File: src/rtl/spi_pkg.sv
// Shared types and defaults for the SPI frame receiver.
package spi_pkg;

    typedef enum logic [1:0] {
        IDLE,
        SHIFT,
        CHECK
    } spi_state_t;

    localparam int DEFAULT_FRAME_BITS = 16;

endpackage

File: src/rtl/frame_fifo.sv
// Small register FIFO with valid/ready on both sides; DEPTH must be a power of two >= 2.
module frame_fifo #(
    parameter int WIDTH = 16,
    parameter int DEPTH = 2
) (
    input  logic             clk,
    input  logic             rst,
    input  logic             in_valid,
    output logic             in_ready,
    input  logic [WIDTH-1:0] in_data,
    output logic             out_valid,
    input  logic             out_ready,
    output logic [WIDTH-1:0] out_data
);

    localparam int AW = $clog2(DEPTH);

    logic [WIDTH-1:0] mem [DEPTH];
    logic [AW:0]      wr_ptr;
    logic [AW:0]      rd_ptr;
    logic [AW:0]      used;
    logic             full;
    logic             push;
    logic             pop;

    assign used      = wr_ptr - rd_ptr;
    assign full      = (used == (AW + 1)'(DEPTH));
    assign out_valid = (used != '0);
    assign out_data  = mem[rd_ptr[AW-1:0]];
    assign pop       = out_valid && out_ready;
    // When full, the slot being written is the one being popped this cycle.
    assign in_ready  = !full || pop;
    assign push      = in_valid && in_ready;

    always_ff @(posedge clk or posedge rst) begin
        if (rst) begin
            wr_ptr <= '0;
            rd_ptr <= '0;
            for (int i = 0; i < DEPTH; i++) begin
                mem[i] <= '0;
            end
        end else begin
            if (push) begin
                mem[wr_ptr[AW-1:0]] <= in_data;
                wr_ptr              <= wr_ptr + 1'b1;
            end
            if (pop) begin
                rd_ptr <= rd_ptr + 1'b1;
            end
        end
    end

endmodule

File: src/rtl/spi_frame_receiver.sv
// SPI mode-0 target that collects fixed-length frames into a small FIFO.
// Define SPI_ERR_CNT_EN to add the err_cnt malformed-frame counter port.
module spi_frame_receiver
    import spi_pkg::*;
#(
    parameter int SYNC_STAGES = 2,
    parameter int FRAME_BITS  = DEFAULT_FRAME_BITS,
    parameter int FIFO_DEPTH  = 2
) (
    input  logic                  clk,
    input  logic                  rst,
    input  logic                  sclk_in,
    input  logic                  ncs_in,
    input  logic                  copi_in,
    output logic [FRAME_BITS-1:0] frame_data,
    output logic                  frame_valid,
    input  logic                  frame_ready,
    output logic                  overflow
`ifdef SPI_ERR_CNT_EN
    ,
    output logic [7:0]            err_cnt
`endif
);

    localparam int CW = $clog2(FRAME_BITS + 2);

    logic [SYNC_STAGES-1:0] sclk_sync;
    logic [SYNC_STAGES-1:0] ncs_sync;
    logic [SYNC_STAGES-1:0] copi_sync;
    logic                   sclk_s, ncs_s, copi_s;
    logic                   sclk_prev, ncs_prev;
    logic                   sclk_rise, ncs_fall, ncs_rise;

    spi_state_t             state, state_next;
    logic [CW-1:0]          bit_cnt;
    logic [FRAME_BITS-1:0]  shift_reg;
    logic                   push_req;
    logic                   bad_frame;
    logic                   fifo_in_ready;

    // Reset values mirror an idle bus so release never looks like an edge.
    always_ff @(posedge clk or posedge rst) begin
        if (rst) begin
            sclk_sync <= '0;
            ncs_sync  <= '1;
            copi_sync <= '0;
            sclk_prev <= 1'b0;
            ncs_prev  <= 1'b1;
        end else begin
            sclk_sync <= {sclk_sync[SYNC_STAGES-2:0], sclk_in};
            ncs_sync  <= {ncs_sync[SYNC_STAGES-2:0], ncs_in};
            copi_sync <= {copi_sync[SYNC_STAGES-2:0], copi_in};
            sclk_prev <= sclk_s;
            ncs_prev  <= ncs_s;
        end
    end

    assign sclk_s    = sclk_sync[SYNC_STAGES-1];
    assign ncs_s     = ncs_sync[SYNC_STAGES-1];
    assign copi_s    = copi_sync[SYNC_STAGES-1];
    assign sclk_rise = sclk_s && !sclk_prev;
    assign ncs_fall  = !ncs_s && ncs_prev;
    assign ncs_rise  = ncs_s && !ncs_prev;

    always_ff @(posedge clk or posedge rst) begin
        if (rst) begin
            state <= IDLE;
        end else begin
            state <= state_next;
        end
    end

    always_comb begin
        state_next = state;
        push_req   = 1'b0;
        bad_frame  = 1'b0;
        case (state)
            IDLE:  if (ncs_fall) state_next = SHIFT;
            SHIFT: if (ncs_rise) state_next = CHECK;
            CHECK: begin
                state_next = ncs_fall ? SHIFT : IDLE;
                push_req   = (bit_cnt == CW'(FRAME_BITS));
                bad_frame  = !push_req;
            end
            default: state_next = IDLE;
        endcase
    end

    always_ff @(posedge clk or posedge rst) begin
        if (rst) begin
            bit_cnt   <= '0;
            shift_reg <= '0;
        end else if (state != SHIFT && state_next == SHIFT) begin
            bit_cnt <= '0;
        end else if (state == SHIFT && sclk_rise) begin
            shift_reg <= {shift_reg[FRAME_BITS-2:0], copi_s};
            if (bit_cnt != '1) begin
                bit_cnt <= bit_cnt + 1'b1;
            end
        end
    end

    always_ff @(posedge clk or posedge rst) begin
        if (rst) begin
            overflow <= 1'b0;
        end else if (push_req && !fifo_in_ready) begin
            overflow <= 1'b1;
        end
    end

`ifdef SPI_ERR_CNT_EN
    always_ff @(posedge clk or posedge rst) begin
        if (rst) begin
            err_cnt <= '0;
        end else if (bad_frame && err_cnt != 8'hFF) begin
            err_cnt <= err_cnt + 8'd1;
        end
    end
`else
    logic unused_bad_frame;
    assign unused_bad_frame = bad_frame;
`endif

    frame_fifo #(
        .WIDTH (FRAME_BITS),
        .DEPTH (FIFO_DEPTH)
    ) u_fifo (
        .clk       (clk),
        .rst       (rst),
        .in_valid  (push_req),
        .in_ready  (fifo_in_ready),
        .in_data   (shift_reg),
        .out_valid (frame_valid),
        .out_ready (frame_ready),
        .out_data  (frame_data)
    );

endmodule

File: config.mk
export PLATFORM = sky130hd
export DESIGN_NAME = spi_frame_receiver
export DESIGN_NICKNAME = d
export VERILOG_FILES = /design/src/rtl/spi_pkg.sv /design/src/rtl/frame_fifo.sv /design/src/rtl/spi_frame_receiver.sv
export SDC_FILE = /design/constraint.sdc
export NUM_CORES = 1
export LEC_CHECK = 0
export CAP_MARGIN = 20
export CORE_MARGIN = 3
export CORE_UTILIZATION = 55
export CTS_CLUSTER_DIAMETER = 40
export DETAILED_ROUTE_END_ITERATION = 6
export PLACE_DENSITY = 0.76
export SLEW_MARGIN = 30
export SYNTH_ARGS = -nofsm -noshare
export SYNTH_HDL_FRONTEND = slang
export SYNTH_SLANG_ARGS = --single-unit
File: constraint.sdc
create_clock -name clk -period 2.8 [get_ports clk]
set_input_delay 0.56 -clock clk [delete_from_list [all_inputs] [get_ports clk]]
set_output_delay 0.56 -clock clk [all_outputs]
set_load 0.1 [all_outputs]
==> CHANGELOG.md, run 1 <==
### Changed

* Clk_lat worst skew at 0.33 ns
* Post-synth EDFFs at 0
* WL met3 at 139 um
* FP Core Util at 59.08%
* # diodes at 0
* Input/output buffers at 23
* Worst Max-Slew Pin Slew at 0.4686 ns
* Post-CTS Setup Bufs at 0
* Most frequent cells in the layout: dfrtp_1 (65), mux2_2 (46), mux2_4 (18), buf_12 (17), clkbuf_8 (13)
* Number of hold violations in the final report at 0
* Status: finished clean
* Vias in the first global route at 1,788
* Top routing layer used: met4
* M3 GR Usage at 4.243%
* Post-route ant nets at 0
* Slowest stage delay, CP at 0.59 ns
* Resized Gates After CTS at 0
* Layout cells sized above 1 at 50.00%
* Via density at 5.373
* Post-route clock skew at 0.006616 ns
* Post-Synthesis Cells at 190
* DRT met1 WL at 2.277 mm
* Ys flops at 68
* DR vias at 1,585
* Critical path class: flip-flop to primary output
* CTS buffer count at 9
* Slew headroom at 68.71%
* Ys cells at 190
* # rows at 25
* DRC at 0
* Final instance area at 3590 um^2
* Most numerous logic cell after layout: dfrtp_1
* Hold Buf Count CTS at 0
* Peak supply drop at 0.3894 mV
* Fin. max-slew vios at 0
* DR pass1 iterations at 4
* DIE HEIGHT at 78.63 um
* Setup slack, reg-to-reg at 0.92 ns
* Routability cong. at 0.7975
* HPWL Detailed at 3.414 mm
* RSZ-0062 raised after global routing: false
* CORE AREA at 4911 um^2
* R2r worst-path depth at 4
* Non-filler cells, final at 295
* Total die size at 6183 um^2
* Crit. End Element: primary output
* Pwr/cell area at 658.3 nW/um^2
* Synth cell types at 30
* Placed insts at 280
* Syn_nets at 199
==> run 1: power breakdown <==
| part | total, W | switching (W) | leakage [nW] | internal [W] |
|---|---|---|---|---|
| combinational | 0.000425 | 0.000225 | 0.787 | 0.000200 |
| sequential | 0.00119 | 0.000114 | 0.906 | 0.00108 |
| clock | 0.000747 | 0.000335 | 0.0986 | 0.000413 |
| total | 0.00236 | 0.000674 | 1.79 | 0.00169 |
==> run 1: cell families after synthesis <==
group                      after synthesis  synth area share, %
AOI/OAI and AO/OA                        9                2.760
xor gates and xnor gates                 7                2.372
adders and majority gates                3                1.294
buffers and inverters                   13                2.458
DFF                                     68                58.78
muxes                                   65                27.51
and+or+nand+nor                         25                4.830
==> run 1: final timing paths <==
check                                  from        endpoint
max                        u_fifo.rd_ptr[0]  frame_data[10]
max reg2reg                u_fifo.rd_ptr[0]   u_fifo.mem[0]
max in group asynchronous               rst    shift_reg[8]
min                            copi_sync[0]    copi_sync[1]
min reg2reg                    copi_sync[0]    copi_sync[1]
min in group asynchronous               rst   shift_reg[11]
==> run 1: cells in the mapped netlist (2+ instances only) <==
cell      count
o21ai_0       3
nor2_1        5
dfrtp_1      65
xnor2_1       6
nand3_1       3
buf_6         2
inv_1         6
nor3b_1       2
nand2b_1      2
ha_1          3
mux2_2       46
a21o_1        2
mux2_4       18
buf_2         3
dfstp_2       3
nand2_1       7
==> run 1: layout make-up <==
cell class                      instances  area, um^2
Fill cell                             323        1321
Multi-Input combinational cell        109        1140
Clock buffer                           14       182.7
Inverter                                6       22.52
Clock inverter                          1       5.005
Timing Repair Buffer                   30       450.4
Sequential cell                        68        1705
Tap cell                               67       83.83
==> run 1: critical path: cells and delay by family, from the launching register on <==
family / cells / cell delay (ns)
flip-flops: 1 / 0.59
multiplexers: 1 / 0.39
buffers and inverters: 2 / 0.44
Figure 1. I/O nets highlighted (run 1).
Scale: 4 px per um.
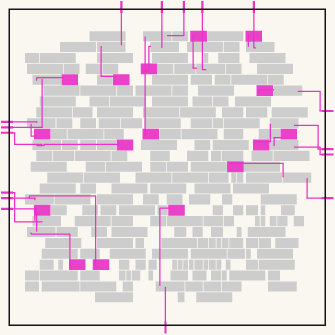
magenta -> `frame_data`  # bits 16, direction output, edge 6 left, 5 top, 4 right, 1 bottom, end cells 16, buffers 16, wire 376 um

Figure 2. The metal 2 layer (run 1).
Scale: 6 px per um.
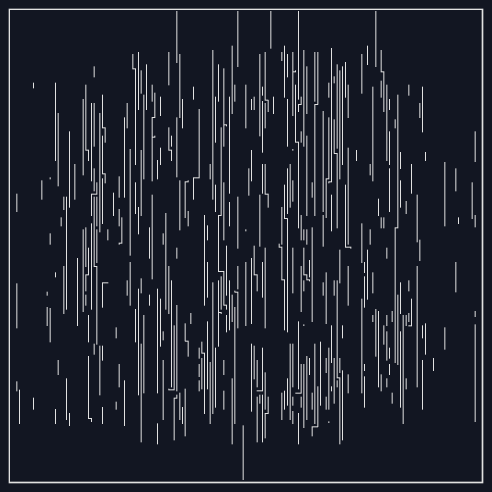
longest straight run = 24.8 um
main direction = vertical
share of all routed wire = 49%

Figure 3. Ports around the boundary (run 1).
Scale: 6 px per um. Pins as bars across the die edge, other pins in grey.
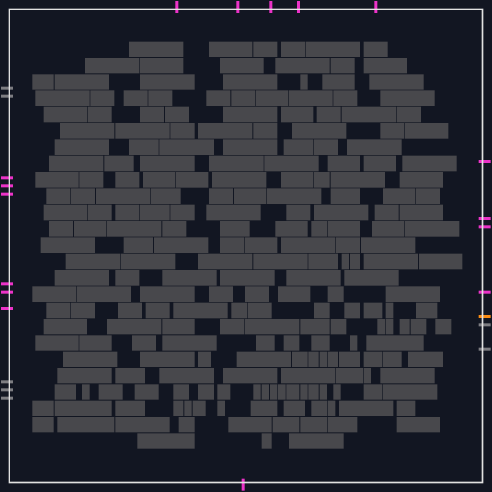
orange -> `frame_ready`  # pins 1, direction input, edge right
magenta -> `frame_data`  # pins 16, direction output, edge 6 left, 5 top, 4 right, 1 bottom
all pins by edge = 11 left, 7 right, 5 top, 1 bottom

==> run 2, diff against run 1 <==
==> constraint.sdc (replaced) <==
create_clock -name clk -period 2.4 [get_ports clk]
set_input_delay 0.48 -clock clk [delete_from_list [all_inputs] [get_ports clk]]
set_output_delay 0.48 -clock clk [all_outputs]
set_load 0.1 [all_outputs]
Figure 4. Wiring by layer (run 2).
Scale: 4 px per um. Only two layers are drawn.
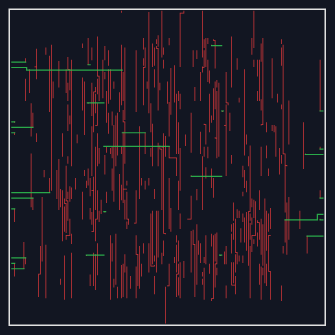
red -> M2  # wire length 2,260 um
green -> M3  # wire length 124 um

==> CHANGELOG.md, run 2 <==
### Changed

* Status: finished clean
* Placed insts at 278
* Combinational power share at 18.2%
* Max cap viols at 0
* Final setup fails at 0
* CORE AREA at 4911 um^2
* NetSw at 0.0007716 W
* Worst Max-Slew Pin Slew at 0.4445 ns
* Int Pwr at 0.001990 W
* Clk_lat worst skew at 0.33 ns
* Combinational share of cell area at 31.56%
* Vias in the first global route at 1,770
* Final instance area at 3612 um^2
* DRC at 0
* Most numerous logic cell after layout: dfrtp_1
* Routability cong. at 0.8010
* Synth warnings at 0
* Layout clock area frac at 5.196%
* Post-CTS Setup Bufs at 0
* Fillcell total at 316
* Ys cells at 190
* Worst Hold Class: flip-flop to flip-flop
* FP Core Util at 59.08%
* Top post-synthesis cells by count: dfrtp_1 (65), mux2_2 (46), mux2_4 (18)
* Layout cells sized above 1 at 48.46%
* Most frequent cells in the layout: dfrtp_1 (65), mux2_2 (46), buf_12 (20), mux2_4 (18), clkbuf_8 (10)
* Sequential power share at 49.2%
* Peak supply drop at 0.5212 mV
* Number of hold violations in the final report at 0
* Register share of the cell area at 47.21%
* Clock share of power at 32.7%
* Non-clk buf share at 13.09%
* Clock buf count at 14
* Synth cell types at 30
* Sw Share at 27.94%
* Fin. max-slew vios at 0
* Logic area at 1140 um^2
* FF+latch area at 1705 um^2
* Post-route ant nets at 0
* Critical path peak fanout at 21
* # rows at 25
* Post-synth EDFFs at 0
* Combinational gates at 109
* DP Area at 3425 um^2
* RSZ-0062 raised after global routing: false
* Slew headroom at 70.31%
* Registers at 68
* Total stage count of the critical path at 3
* CTS buffer count at 9
* Sum of negative setup slack at 0 ns
* Setup slack, reg-to-reg at 0.59 ns
* Delay-heaviest family, CP: buffers and inverters
* Syn_nets at 199
* Worst setup path start: u_fifo.rd_ptr[0]
* Post-synth ARST share at 100.0%
* DR vias at 1,570
* CP Buf/Inv Count at 2
* R2r worst-path depth at 6
* DR pass1 iterations at 4
* Max reg flops at 32
* FF-to-FF End: bit_cnt[2]
* Post-route clock skew at 0.004830 ns
* Non-filler cells, final at 294
* DIE HEIGHT at 78.63 um
* # diodes at 0
* Ys flops at 68
* Critical path class: flip-flop to primary output
* Top class by area: registers
* Tap Cells at 67
* Crit. End Element: primary output
* Post-Synthesis Cells at 190
* Most common cell in the netlist: dfrtp_1
* Via density at 5.340
* Grt ovf at 0
* Pwr/cell area at 764.5 nW/um^2
* Slowest stage delay, CP at 0.42 ns
* Resized Gates After CTS at 0
* Hold Buf Count CTS at 0
* Total die size at 6183 um^2
* Worst setup endpoint: frame_data[10]
* Bufs w/o clock at 28
* HPWL Detailed at 3.107 mm
* Non-CTS inverters at 6
* Input/output buffers at 23
Figure 5. Ports around the boundary (run 2).
Scale: 6 px per um. Pins as bars across the die edge, other pins in grey.
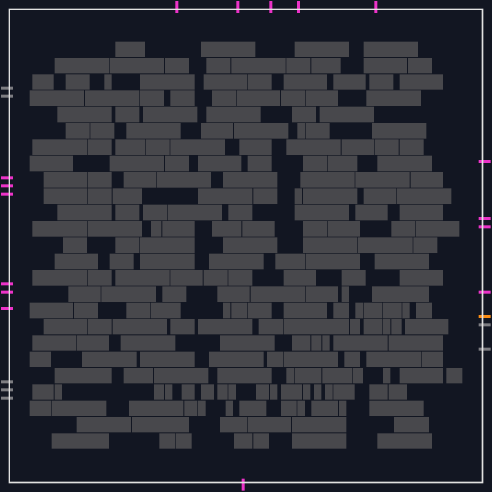
orange -> `frame_ready`  # pins 1, direction input, edge right
magenta -> `frame_data`  # pins 16, direction output, edge 6 left, 5 top, 4 right, 1 bottom
all pins by edge = 11 left, 7 right, 5 top, 1 bottom

==> run 2: cell counts after synthesis <==
No cell type changed its count.
==> run 2: power by group through the flow <==
stage	registers (W)	logic, W	clock network (W)
final	0.00136	0.000501	0.000902
after global routing	0.00138	0.000555	0.000976
after CTS	0.00136	0.000511	0.000929
after detailed placement	0.00138	0.000509	0
after global placement	0.00137	0.000487	0
after floorplan	0.00135	0.000378	0
==> run 2: worst min-delay path by stage <==
stage / to / start / slack [ns]
after CTS: copi_sync[1] / copi_sync[0] / 0.35
after detailed placement: copi_sync[1] / copi_sync[0] / 0.33
after global placement: copi_sync[1] / copi_sync[0] / 0.33
after floorplan: copi_sync[1] / copi_sync[0] / 0.33
after global routing: sclk_sync[1] / sclk_sync[0] / 0.37
final: copi_sync[1] / copi_sync[0] / 0.35
==> run 2: routing by layer <==
| metal | global-route usage (%) | up-vias | wire (um) |
|---|---|---|---|
| li1 | - | 724 | - |
| met5 | 0 | - | 0 |
| met3 | 4.014 | 12 | 124 |
| met2 | 28.10 | 27 | 2260 |
| met1 | 25.50 | 807 | 2316 |
| met4 | 9.965 | 0 | 115 |
==> run 2: logic make-up (layout without fill, tap and decap cells) <==
family,count (synthesis),in the layout,share of synthesized area [%]
compound gates,9,9,2.760
xor+xnor,7,7,2.372
fa+ha+maj,3,3,1.294
buf+inv,13,50,2.458
flops,68,68,58.78
mux,65,65,27.51
simple gates,25,25,4.830
==> run 2: stage by stage <==
stage,setup WS (ns),hold WS [ns]
2_1_floorplan,0.2135,0.3312
3_3_place_gp,0.4176,0.3317
3_5_place_dp,0.3633,0.3347
4_1_cts,0.3308,0.3513
5_1_grt,0.2554,0.3685
6_report,0.3672,0.3533
Power and IR drop assume default switching activity.
